**Signal metal coverage by tile**

Bar = 100 µm. The die is cut into 24 by 12 equal tiles; black is low, pale yellow is high, scaled to the fullest tile. Values are wire area over tile area, all layers added.
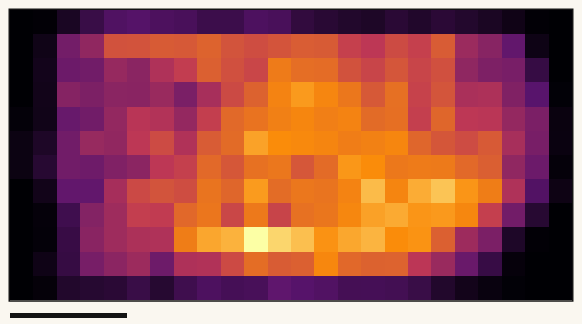
**Cell placement**

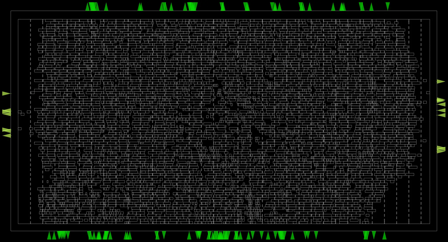
**Placement by cell class**

Fill, decap, tap and diode cells in grey.
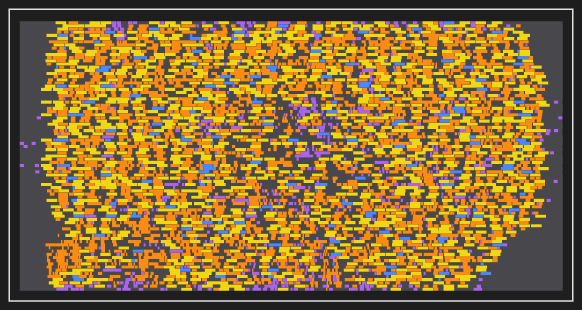
**Sequential cells grouped by signal name**

Other cells in grey.
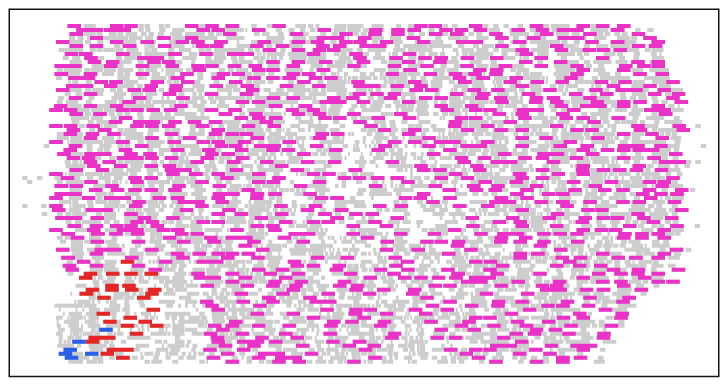
## src/rtl/rf_scoreboard_reg_file_pkg.sv

```systemverilog
// Shared ISA types for the integer register file and its busy scoreboard.
package rf_scoreboard_reg_file_pkg;

    localparam int unsigned XLEN           = 32;
    localparam int unsigned RF_DEPTH       = 32;
    localparam int unsigned RF_ADDR_WIDTH  = 5;
    localparam int unsigned RF_COUNT_WIDTH = 6;

    typedef logic [XLEN-1:0]          word_t;
    typedef logic [RF_ADDR_WIDTH-1:0] rf_addr_t;
    typedef logic [RF_DEPTH-1:0]      rf_busy_t;

    localparam rf_addr_t X0 = '0;

    // X0 is hardwired and never counted as busy.
    function automatic logic [RF_COUNT_WIDTH-1:0] busy_popcount(input rf_busy_t b);
        logic [RF_COUNT_WIDTH-1:0] cnt;
        cnt = '0;
        for (int i = 1; i < RF_DEPTH; i++) begin
            cnt = cnt + RF_COUNT_WIDTH'(b[i]);
        end
        return cnt;
    endfunction

endpackage

```

## src/rtl/rf_scoreboard_reg_file_if.sv

```systemverilog
// Decode / write-back / execute bundle of the register file.
interface rf_scoreboard_reg_file_if;
    import rf_scoreboard_reg_file_pkg::*;

    rf_addr_t                  rd_addr_1;
    word_t                     rd_data_1;
    logic                      rd_busy_1;
    rf_addr_t                  rd_addr_2;
    word_t                     rd_data_2;
    logic                      rd_busy_2;
    logic                      wr_en;
    rf_addr_t                  wr_addr;
    word_t                     wr_data;
    logic                      rsv_en;
    rf_addr_t                  rsv_addr;
    logic                      rsv_stall;
    logic                      flush;
    logic [RF_COUNT_WIDTH-1:0] busy_count;

    modport master (
        output rd_addr_1, rd_addr_2, wr_en, wr_addr, wr_data, rsv_en, rsv_addr, flush,
        input  rd_data_1, rd_busy_1, rd_data_2, rd_busy_2, rsv_stall, busy_count
    );

    modport slave (
        input  rd_addr_1, rd_addr_2, wr_en, wr_addr, wr_data, rsv_en, rsv_addr, flush,
        output rd_data_1, rd_busy_1, rd_data_2, rd_busy_2, rsv_stall, busy_count
    );

endinterface

```

## src/rtl/rf_busy_scoreboard.sv

```systemverilog
// Per-register busy bits: reservation at decode, release at write-back, flush.
module rf_busy_scoreboard
    import rf_scoreboard_reg_file_pkg::*;
#(
    parameter bit BYPASS_EN = 1'b1
) (
    input  logic                      clk,
    input  logic                      rst_n,
    input  logic                      rsv_en_i,
    input  rf_addr_t                  rsv_addr_i,
    input  logic                      wr_en_i,
    input  rf_addr_t                  wr_addr_i,
    input  logic                      flush_i,
    input  rf_addr_t                  rd_addr_1_i,
    input  rf_addr_t                  rd_addr_2_i,
    output logic                      rsv_stall_o,
    output logic                      rd_busy_1_o,
    output logic                      rd_busy_2_o,
    output logic [RF_COUNT_WIDTH-1:0] busy_count_o
);

    rf_busy_t                  busy_q, busy_d;
    logic [RF_COUNT_WIDTH-1:0] count_q, count_d;
    logic                      wr_commit;

    assign wr_commit = wr_en_i && (wr_addr_i != X0);

    // A commit landing this cycle hides the busy bit it is about to clear.
    assign rsv_stall_o = rsv_en_i && busy_q[rsv_addr_i]
                         && !(BYPASS_EN && wr_en_i && (wr_addr_i == rsv_addr_i));
    assign rd_busy_1_o = busy_q[rd_addr_1_i]
                         && !(BYPASS_EN && wr_en_i && (wr_addr_i == rd_addr_1_i));
    assign rd_busy_2_o = busy_q[rd_addr_2_i]
                         && !(BYPASS_EN && wr_en_i && (wr_addr_i == rd_addr_2_i));

    always_comb begin
        busy_d = busy_q;
        if (flush_i) begin
            busy_d = '0;
        end else begin
            if (wr_commit) begin
                busy_d[wr_addr_i] = 1'b0;
            end
            // Set after clear: a younger reservation outranks an older commit.
            if (rsv_en_i && !rsv_stall_o && (rsv_addr_i != X0)) begin
                busy_d[rsv_addr_i] = 1'b1;
            end
        end
        busy_d[0] = 1'b0;
        count_d   = busy_popcount(busy_d);
    end

    always_ff @(posedge clk or negedge rst_n) begin
        if (!rst_n) begin
            busy_q  <= '0;
            count_q <= '0;
        end else begin
            busy_q  <= busy_d;
            count_q <= count_d;
        end
    end

    assign busy_count_o = count_q;

    c_write_not_busy : cover property (@(posedge clk) disable iff (!rst_n)
        wr_commit && !busy_q[wr_addr_i]);

endmodule

```

## src/rtl/rf_scoreboard_reg_file.sv

```systemverilog
// RV32I register file: two combinational read ports, one write port, busy scoreboard.
module rf_scoreboard_reg_file
    import rf_scoreboard_reg_file_pkg::*;
#(
    parameter bit BYPASS_EN = 1'b1
) (
    input logic                     clk,
    input logic                     rst_n,
    rf_scoreboard_reg_file_if.slave bus_io
);

    word_t regs_q [RF_DEPTH];
    word_t rdata_1, rdata_2;

    always_ff @(posedge clk or negedge rst_n) begin
        if (!rst_n) begin
            for (int i = 0; i < RF_DEPTH; i++) begin
                regs_q[i] <= '0;
            end
        end else if (bus_io.wr_en && (bus_io.wr_addr != X0)) begin
            regs_q[bus_io.wr_addr] <= bus_io.wr_data;
        end
    end

    always_comb begin
        rdata_1 = regs_q[bus_io.rd_addr_1];
        if (BYPASS_EN && bus_io.wr_en && (bus_io.wr_addr == bus_io.rd_addr_1)) begin
            rdata_1 = bus_io.wr_data;
        end
        if (bus_io.rd_addr_1 == X0) begin
            rdata_1 = '0;
        end
    end

    always_comb begin
        rdata_2 = regs_q[bus_io.rd_addr_2];
        if (BYPASS_EN && bus_io.wr_en && (bus_io.wr_addr == bus_io.rd_addr_2)) begin
            rdata_2 = bus_io.wr_data;
        end
        if (bus_io.rd_addr_2 == X0) begin
            rdata_2 = '0;
        end
    end

    assign bus_io.rd_data_1 = rdata_1;
    assign bus_io.rd_data_2 = rdata_2;

    rf_busy_scoreboard #(
        .BYPASS_EN(BYPASS_EN)
    ) u_busy (
        .clk         (clk),
        .rst_n       (rst_n),
        .rsv_en_i    (bus_io.rsv_en),
        .rsv_addr_i  (bus_io.rsv_addr),
        .wr_en_i     (bus_io.wr_en),
        .wr_addr_i   (bus_io.wr_addr),
        .flush_i     (bus_io.flush),
        .rd_addr_1_i (bus_io.rd_addr_1),
        .rd_addr_2_i (bus_io.rd_addr_2),
        .rsv_stall_o (bus_io.rsv_stall),
        .rd_busy_1_o (bus_io.rd_busy_1),
        .rd_busy_2_o (bus_io.rd_busy_2),
        .busy_count_o(bus_io.busy_count)
    );

endmodule

```

## src/flat_wrapper.sv

```systemverilog
// flat-port wrapper written by rule: the top's interface ports become plain ports
module rf_scoreboard_reg_file_flat import rf_scoreboard_reg_file_pkg::*;
#(
    parameter bit BYPASS_EN = 1'b1
)
  (clk, rst_n, bus_io_rd_addr_1, bus_io_rd_addr_2, bus_io_wr_en, bus_io_wr_addr, bus_io_wr_data, bus_io_rsv_en, bus_io_rsv_addr, bus_io_flush, bus_io_rd_data_1, bus_io_rd_busy_1, bus_io_rd_data_2, bus_io_rd_busy_2, bus_io_rsv_stall, bus_io_busy_count);
  rf_scoreboard_reg_file_if bus_io_i ();
  input logic clk;
  input logic rst_n;
  input wire logic [$bits(bus_io_i.rd_addr_1)-1:0] bus_io_rd_addr_1;
  input wire logic [$bits(bus_io_i.rd_addr_2)-1:0] bus_io_rd_addr_2;
  input wire logic [$bits(bus_io_i.wr_en)-1:0] bus_io_wr_en;
  input wire logic [$bits(bus_io_i.wr_addr)-1:0] bus_io_wr_addr;
  input wire logic [$bits(bus_io_i.wr_data)-1:0] bus_io_wr_data;
  input wire logic [$bits(bus_io_i.rsv_en)-1:0] bus_io_rsv_en;
  input wire logic [$bits(bus_io_i.rsv_addr)-1:0] bus_io_rsv_addr;
  input wire logic [$bits(bus_io_i.flush)-1:0] bus_io_flush;
  output wire logic [$bits(bus_io_i.rd_data_1)-1:0] bus_io_rd_data_1;
  output wire logic [$bits(bus_io_i.rd_busy_1)-1:0] bus_io_rd_busy_1;
  output wire logic [$bits(bus_io_i.rd_data_2)-1:0] bus_io_rd_data_2;
  output wire logic [$bits(bus_io_i.rd_busy_2)-1:0] bus_io_rd_busy_2;
  output wire logic [$bits(bus_io_i.rsv_stall)-1:0] bus_io_rsv_stall;
  output wire logic [$bits(bus_io_i.busy_count)-1:0] bus_io_busy_count;
  assign bus_io_i.rd_addr_1 = bus_io_rd_addr_1;
  assign bus_io_i.rd_addr_2 = bus_io_rd_addr_2;
  assign bus_io_i.wr_en = bus_io_wr_en;
  assign bus_io_i.wr_addr = bus_io_wr_addr;
  assign bus_io_i.wr_data = bus_io_wr_data;
  assign bus_io_i.rsv_en = bus_io_rsv_en;
  assign bus_io_i.rsv_addr = bus_io_rsv_addr;
  assign bus_io_i.flush = bus_io_flush;
  assign bus_io_rd_data_1 = bus_io_i.rd_data_1;
  assign bus_io_rd_busy_1 = bus_io_i.rd_busy_1;
  assign bus_io_rd_data_2 = bus_io_i.rd_data_2;
  assign bus_io_rd_busy_2 = bus_io_i.rd_busy_2;
  assign bus_io_rsv_stall = bus_io_i.rsv_stall;
  assign bus_io_busy_count = bus_io_i.busy_count;
  rf_scoreboard_reg_file #(.BYPASS_EN(BYPASS_EN)) u_core (.clk(clk), .rst_n(rst_n), .bus_io(bus_io_i));
endmodule
```

## config.mk

```make
export PLATFORM = sky130hd
export DESIGN_NAME = rf_scoreboard_reg_file_flat
export DESIGN_NICKNAME = d
export VERILOG_FILES = /design/src/rtl/rf_scoreboard_reg_file_pkg.sv /design/src/rtl/rf_scoreboard_reg_file_if.sv /design/src/rtl/rf_busy_scoreboard.sv /design/src/rtl/rf_scoreboard_reg_file.sv /design/src/flat_wrapper.sv
export SDC_FILE = /design/constraint.sdc
export NUM_CORES = 2
export LEC_CHECK = 0
export CORE_ASPECT_RATIO = 0.5
export CORE_MARGIN = 8
export CORE_UTILIZATION = 54
export DETAILED_ROUTE_END_ITERATION = 8
export GPL_TIMING_DRIVEN = 0
export HOLD_SLACK_MARGIN = 0.1
export PLACE_DENSITY_LB_ADDON = 0.25
export SLEW_MARGIN = 25
export SYNTH_ARGS = -nofsm -noshare
export SYNTH_HDL_FRONTEND = slang
export SYNTH_SLANG_ARGS = --single-unit
```

## constraint.sdc

```tcl
create_clock -name clk -period 15.6 [get_ports clk]
set_input_delay 3.12 -clock clk [delete_from_list [all_inputs] [get_ports clk]]
set_output_delay 3.12 -clock clk [all_outputs]
set_load 0.02 [all_outputs]
```

==> impl_metrics.env <==
# source this file to load flow results
export IMPL_dieArea_um2=120000
export IMPL_mappedNetlistArea_um2=58600
export IMPL_ys_seq_share_pct=45.3
export IMPL_fp_util_pct=54.4
export IMPL_port_buffers=118
export IMPL_status="complete, no violations"
export IMPL_dpl_hpwl_um=178000
export IMPL_grt_usage_pct=43.0
export IMPL_clock_path_buffers=3
export IMPL_hold_path_class="flop to flop"
export IMPL_cts_tree="yes"
export IMPL_num_vias=45000
export IMPL_yosys_cells=3989
export IMPL_clk_pin_slew_worst_paths_ns=0.06
export IMPL_crit_path_max_fanout=10
export IMPL_max_freq_mhz=89.6
export IMPL_post_cts_resized=0
export IMPL_rows=85
export IMPL_dr_first_iter_drc_count=7936
export IMPL_n_fill_cell=8142
export IMPL_yosysChipArea_um2=58600
export IMPL_drv_cap=0
export IMPL_static_leakage_power_nw=28.4
export IMPL_holdWs_ns=0.478
export IMPL_first_pass_iters=7
export IMPL_syn_inst=3989
export IMPL_min_period_over_period_pct=71.5
export IMPL_regArea_um2=26600
export IMPL_cts_buffers=100
About 'signal metal coverage by tile':
fullest tile: 1.0
nearly empty tiles: 10%
densest ninth of the die: centre
tiles over half the peak: 44%

About 'cell placement':
fin util: 61.3%
Seq area share: 40.3%

About 'placement by cell class':
legend:
  sequential cells:
    colour: yellow
    cells: 1061
    share_of_their_area: 41%
  combinational and other logic:
    colour: orange
    cells: 2474
    share_of_their_area: 47%
  remaining buffers and delay cells:
    colour: purple
    cells: 602
    share_of_their_area: 6.6%
  clock drivers and dummy loads:
    colour: blue
    cells: 186
    share_of_their_area: 5.3%

About 'sequential cells grouped by signal name':
legend:
  `u_core.regs_q`:
    colour: magenta
    placed_flops: 1024
    where: spread over the die
  `u_core.u_busy.busy_q`:
    colour: red
    placed_flops: 31
    where: lower left
  `u_core.u_busy.busy_count_o`:
    colour: blue
    placed_flops: 6
    where: lower left

final timing paths:
path	from	slack, ns	cells past startpoint	to
min	u_core.regs_q[997]	0.48	1	u_core.regs_q[997]
max	bus_io_wr_addr[4]	4.44	10	bus_io_rd_data_1[22]
max reg2reg	u_core.u_busy.busy_q[19]	8.84	20	u_core.u_busy.busy_count_o[4]
min reg2reg	u_core.regs_q[997]	0.48	1	u_core.regs_q[997]
min in group asynchronous	rst_n	2.21	1	u_core.u_busy.busy_q[7]
max in group asynchronous	rst_n	10.76	5	u_core.regs_q[391]
critical path, stage by stage:
cell	delay, ns
clkdlybuf4s50_1	0.51
buf_2	0.32
xor2_1	0.11
nor4_1	0.25
nand3_1	0.41
nand2_1	1.01
clkbuf_1	0.95
o21ai_0	0.34
nor2_1	0.31
clkdlybuf4s50_1	0.67
sequential cells by signal (all words and copies together) (netlist names):
register and cells:
u_core.u_busy.busy_q 31, u_core.u_busy.busy_count_o 6, u_core.regs_q 1024
metal layers:
metal	vias to the layer above	GRT usage (%)	part of all wire, %
met1	23500	53.0	34
met4	27	26.5	8.0
li1	15900	-	-
met5	-	3.67	0.35
met2	4331	55.9	39
met3	1260	27.0	18
final cells by class:
type	instances	area share (%)
inverters	49	0.279
repair buffers	148	2.91
clock buffers	144	4.49
well taps	1435	2.72
plain buffers	454	3.50
flip-flops and latches	1061	40.3
multi-input cells	2425	45.1
clock inverters	42	0.662
diodes	15	0.0569
logic make-up (layout without fill, tap and decap cells):
kind of cell | after synthesis | in the layout | synth area share (%)
AOI/OAI and AO/OA | 412 | 412 | 5.02
xor gates and xnor gates | 18 | 18 | 0.269
adders and majority gates | 30 | 30 | 0.935
buffers and inverters | 503 | 837 | 3.96
DFF | 1061 | 1061 | 45.3
muxes | 1705 | 1705 | 42.2
other | 0 | 15 | 0
and+or+nand+nor | 260 | 260 | 2.34
Yosys cell counts (all sizes together) (5+ instances only):
library cell,n,area share (%)
dfrtp,1061,45
a21oi,53,0.46
o221ai,7,0.10
clkbuf,242,1.6
and2,15,0.16
o21ai,89,0.76
o32a,13,0.22
nor4,7,0.075
a221o,44,0.75
nand3b,9,0.12
mux4,509,20
xor2,7,0.10
nand2b,10,0.11
nor3,15,0.17
nand2,49,0.31
xnor2,11,0.16
a22oi,18,0.23
o21a,9,0.12
a31oi,8,0.096
o22ai,24,0.26
and3,5,0.053
nor2,74,0.50
ha,7,0.15
nor2b,33,0.37
mux2i,184,3.1
o211ai,11,0.14
nand3,21,0.18
a211oi,63,0.81
nor3b,5,0.064
fa,23,0.79
o32ai,16,0.24
a221oi,36,0.54
mux2,1012,19
buf,212,2.1
inv,48,0.31
report_power, final:
group	switching, mW	total (mW)	leakage (nW)	internal (mW)
Combinational	0.906	1.95	13.1	1.04
Sequential	0.393	3.65	13.6	3.26
Clock	1.19	2.63	1.67	1.44
Total	2.49	8.23	28.4	5.74
Power figures rest on the tool's default switching activity, not on a simulated workload.
